==> config.mk <==
export PLATFORM = sky130hd
export DESIGN_NAME = dmem_access_ctrl
export DESIGN_NICKNAME = d
export VERILOG_FILES = /design/src/rtl/dmem_access_ctrl_pkg.sv /design/src/rtl/dmem_access_ctrl_wait_timer.sv /design/src/rtl/dmem_access_ctrl.sv
export SDC_FILE = /design/constraint.sdc
export NUM_CORES = 1
export LEC_CHECK = 0
export CAP_MARGIN = 10
export CORE_ASPECT_RATIO = 1.2
export CORE_MARGIN = 2
export CORE_UTILIZATION = 45
export DETAILED_ROUTE_END_ITERATION = 10
export HOLD_SLACK_MARGIN = 0.03
export PLACE_DENSITY = 0.85
export SLEW_MARGIN = 40
export SYNTH_ARGS = -nofsm -noshare
export SYNTH_HDL_FRONTEND = slang
export SYNTH_SLANG_ARGS = --single-unit
==> constraint.sdc <==
create_clock -name clk_i -period 2.4 [get_ports clk_i]
set_input_delay 0.48 -clock clk_i [delete_from_list [all_inputs] [get_ports clk_i]]
set_output_delay 0.48 -clock clk_i [all_outputs]
set_load 0.02 [all_outputs]
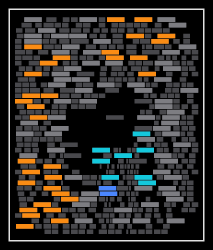
*Sequential cells grouped by signal name*
Drawn at 2 px/µm.
Key: `state` = blue [flops 2]; `u_wait_timer.cnt` = cyan [flops 8]; `dm_addr_o` = orange [flops 32, where widely spread]
utilization after layout: 70.09%
Seq/total area: 38.88%
flip-flop and latch area: 2728 µm²
Flop+latch power: 3.22 mW

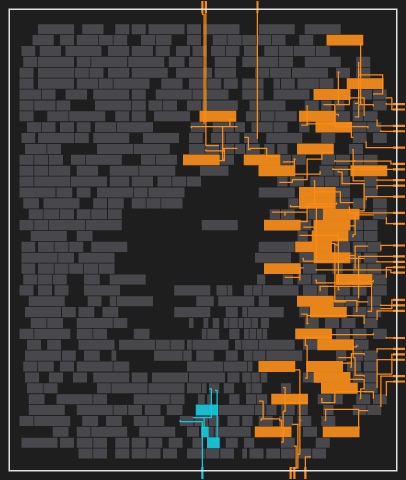
*Nets reached from selected ports*
Drawn at 4 px/µm.
Key: `DMdata_o` = orange [bits 32, direction output, end cells 32, buffers 32, wire 945 µm]; `MemWrite_i` = cyan [bits 1, direction input, end cells 3, buffers 2, wire 46.8 µm]
Port Buffers: 201
total I/O pin count: 202

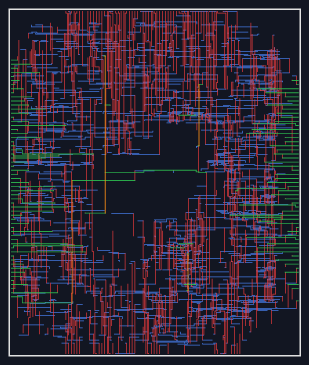
*Metal layers overlaid*
Drawn at 3 px/µm.
Key: met3 = green [wire length 936 µm]; met2 = red [wire length 6090 µm]; met4 = orange [wire length 126 µm]; met1 = blue [wire length 4340 µm]
wire per inst: 17.89 µm
GRT Util Overall: 20.66%
Post-Route WL: 11490 µm
DR vias: 3426

==> changes_impl.md <==
## Flow update

* Yosys Instances at 312
* Vias per cell at 5.336
* Worst Skew at 0.008758 ns
* Relative slew slack at 54.34%
* Ys flop type: dfrtp_1
* Register area share after synthesis at 59.06%
* Cells after synthesis at 312
* Status: finished clean
* Comb power frac at 52.5%
* Worst Path Max Fanout at 2
* Tmin final at 2.081 ns
* Simple-Gate Area Share at 3.658%
* Yosys xor share at 0.3793%
* CTS Buffer Depth at 2
* GR Overflow Total at 0
* Initial antenna violation count at 0
* Crit path launch type: input port
* Worst min-delay path category: input port to async pin
* DRC errors left at 0
* Slowest CP cell: clkdlybuf4s50_1
* Floorplan utilization at 46.14%
* Largest stage delay on the critical path at 0.49 ns
* Worst slew pin tran at 0.6849 ns
* Root buffer cell: clkbuf_16
* # resized after CTS at 1
* Post-synth EDFFs at 0
* Max-area cell share at 59.06%
* Dominant combinational family: multiplexers
* Largest net degree at the start of global routing at 57
* Nets at 615
* Global-route wire length before repair at 17900 µm
* Worst slack at placement at -0.001731 ns
* Critical path class: input port to output pin
* Cts hold-fix bufs at 0
* Top area cell types: dfrtp_1 59%, mux2_4 9.8%, a221o_1 6.9%
* Mean post-synth cell area at 14.80 µm²
* Count of cell types in the netlist at 38
* Slew Limit Fails at 0
* Switching share of power at 35.83%
* N_diodes at 0
* Net count after synthesis at 415
* R2R depth at 6
* Async S/R FF share, synth at 100.0%
* Period utilisation layout at 86.70%
==> power by group through the flow <==
| stage | sequential [mW] | combinational (mW) | clock [mW] |
|---|---|---|---|
| 3_5_place_dp | 3.24 | 5.09 | 0 |
| 4_1_cts | 3.23 | 5.11 | 1.39 |
| 2_1_floorplan | 4.19 | 1.82 | 0 |
| 3_3_place_gp | 3.19 | 4.98 | 0 |
| 5_1_grt | 3.34 | 5.35 | 1.45 |
| 6_report | 3.22 | 5.05 | 1.35 |
==> Yosys cell counts, drive strengths merged, types with 2 or more instances <==
library cell / n
nand3: 4
dfrtp: 109
ha: 2
nand2: 8
a21boi: 32
nor3: 2
or3: 2
clkbuf: 7
mux2: 64
nor3b: 2
inv: 3
nor2: 6
o21ai: 2
a31oi: 3
nand4: 2
a221o: 32
buf: 16
==> critical path, delay by kind of cell <==
family,cells,cell delay (ns)
AND/OR/NAND/NOR,2,0.27
buffers and inverters,2,0.86
==> routing by layer <==
layer	vias up	track usage (%)	wire length (µm)
met3	10	5.439	935
met4	0	6.385	125
met1	1709	25.22	4338
li1	1571	-	-
met5	-	0	0
met2	136	35.65	6088
==> through the flow <==
step | instances | power, mW
after floorplan | 312 | 6.014
after global placement | 627 | 8.166
after detailed placement | 627 | 8.330
after CTS | 642 | 9.735
after global routing | 642 | 10.14
final | 642 | 9.626
==> final cells by class <==
cell class | count | share of cell area [%]
clock buffer | 11 | 3.460
timing repair buffer | 212 | 30.37
inverter | 3 | 0.1605
tap | 126 | 2.247
multi-input combinational | 177 | 24.52
sequential | 109 | 38.88
clock inverter | 4 | 0.3567
==> logic make-up after synthesis <==
logic type | Yosys count
compound gates | 77
fa+ha+maj | 2
buf+inv | 26
xor+xnor | 2
simple gates | 32
mux | 64
flops | 109
No activity file was given, so power comes from the tool's default toggle rates.
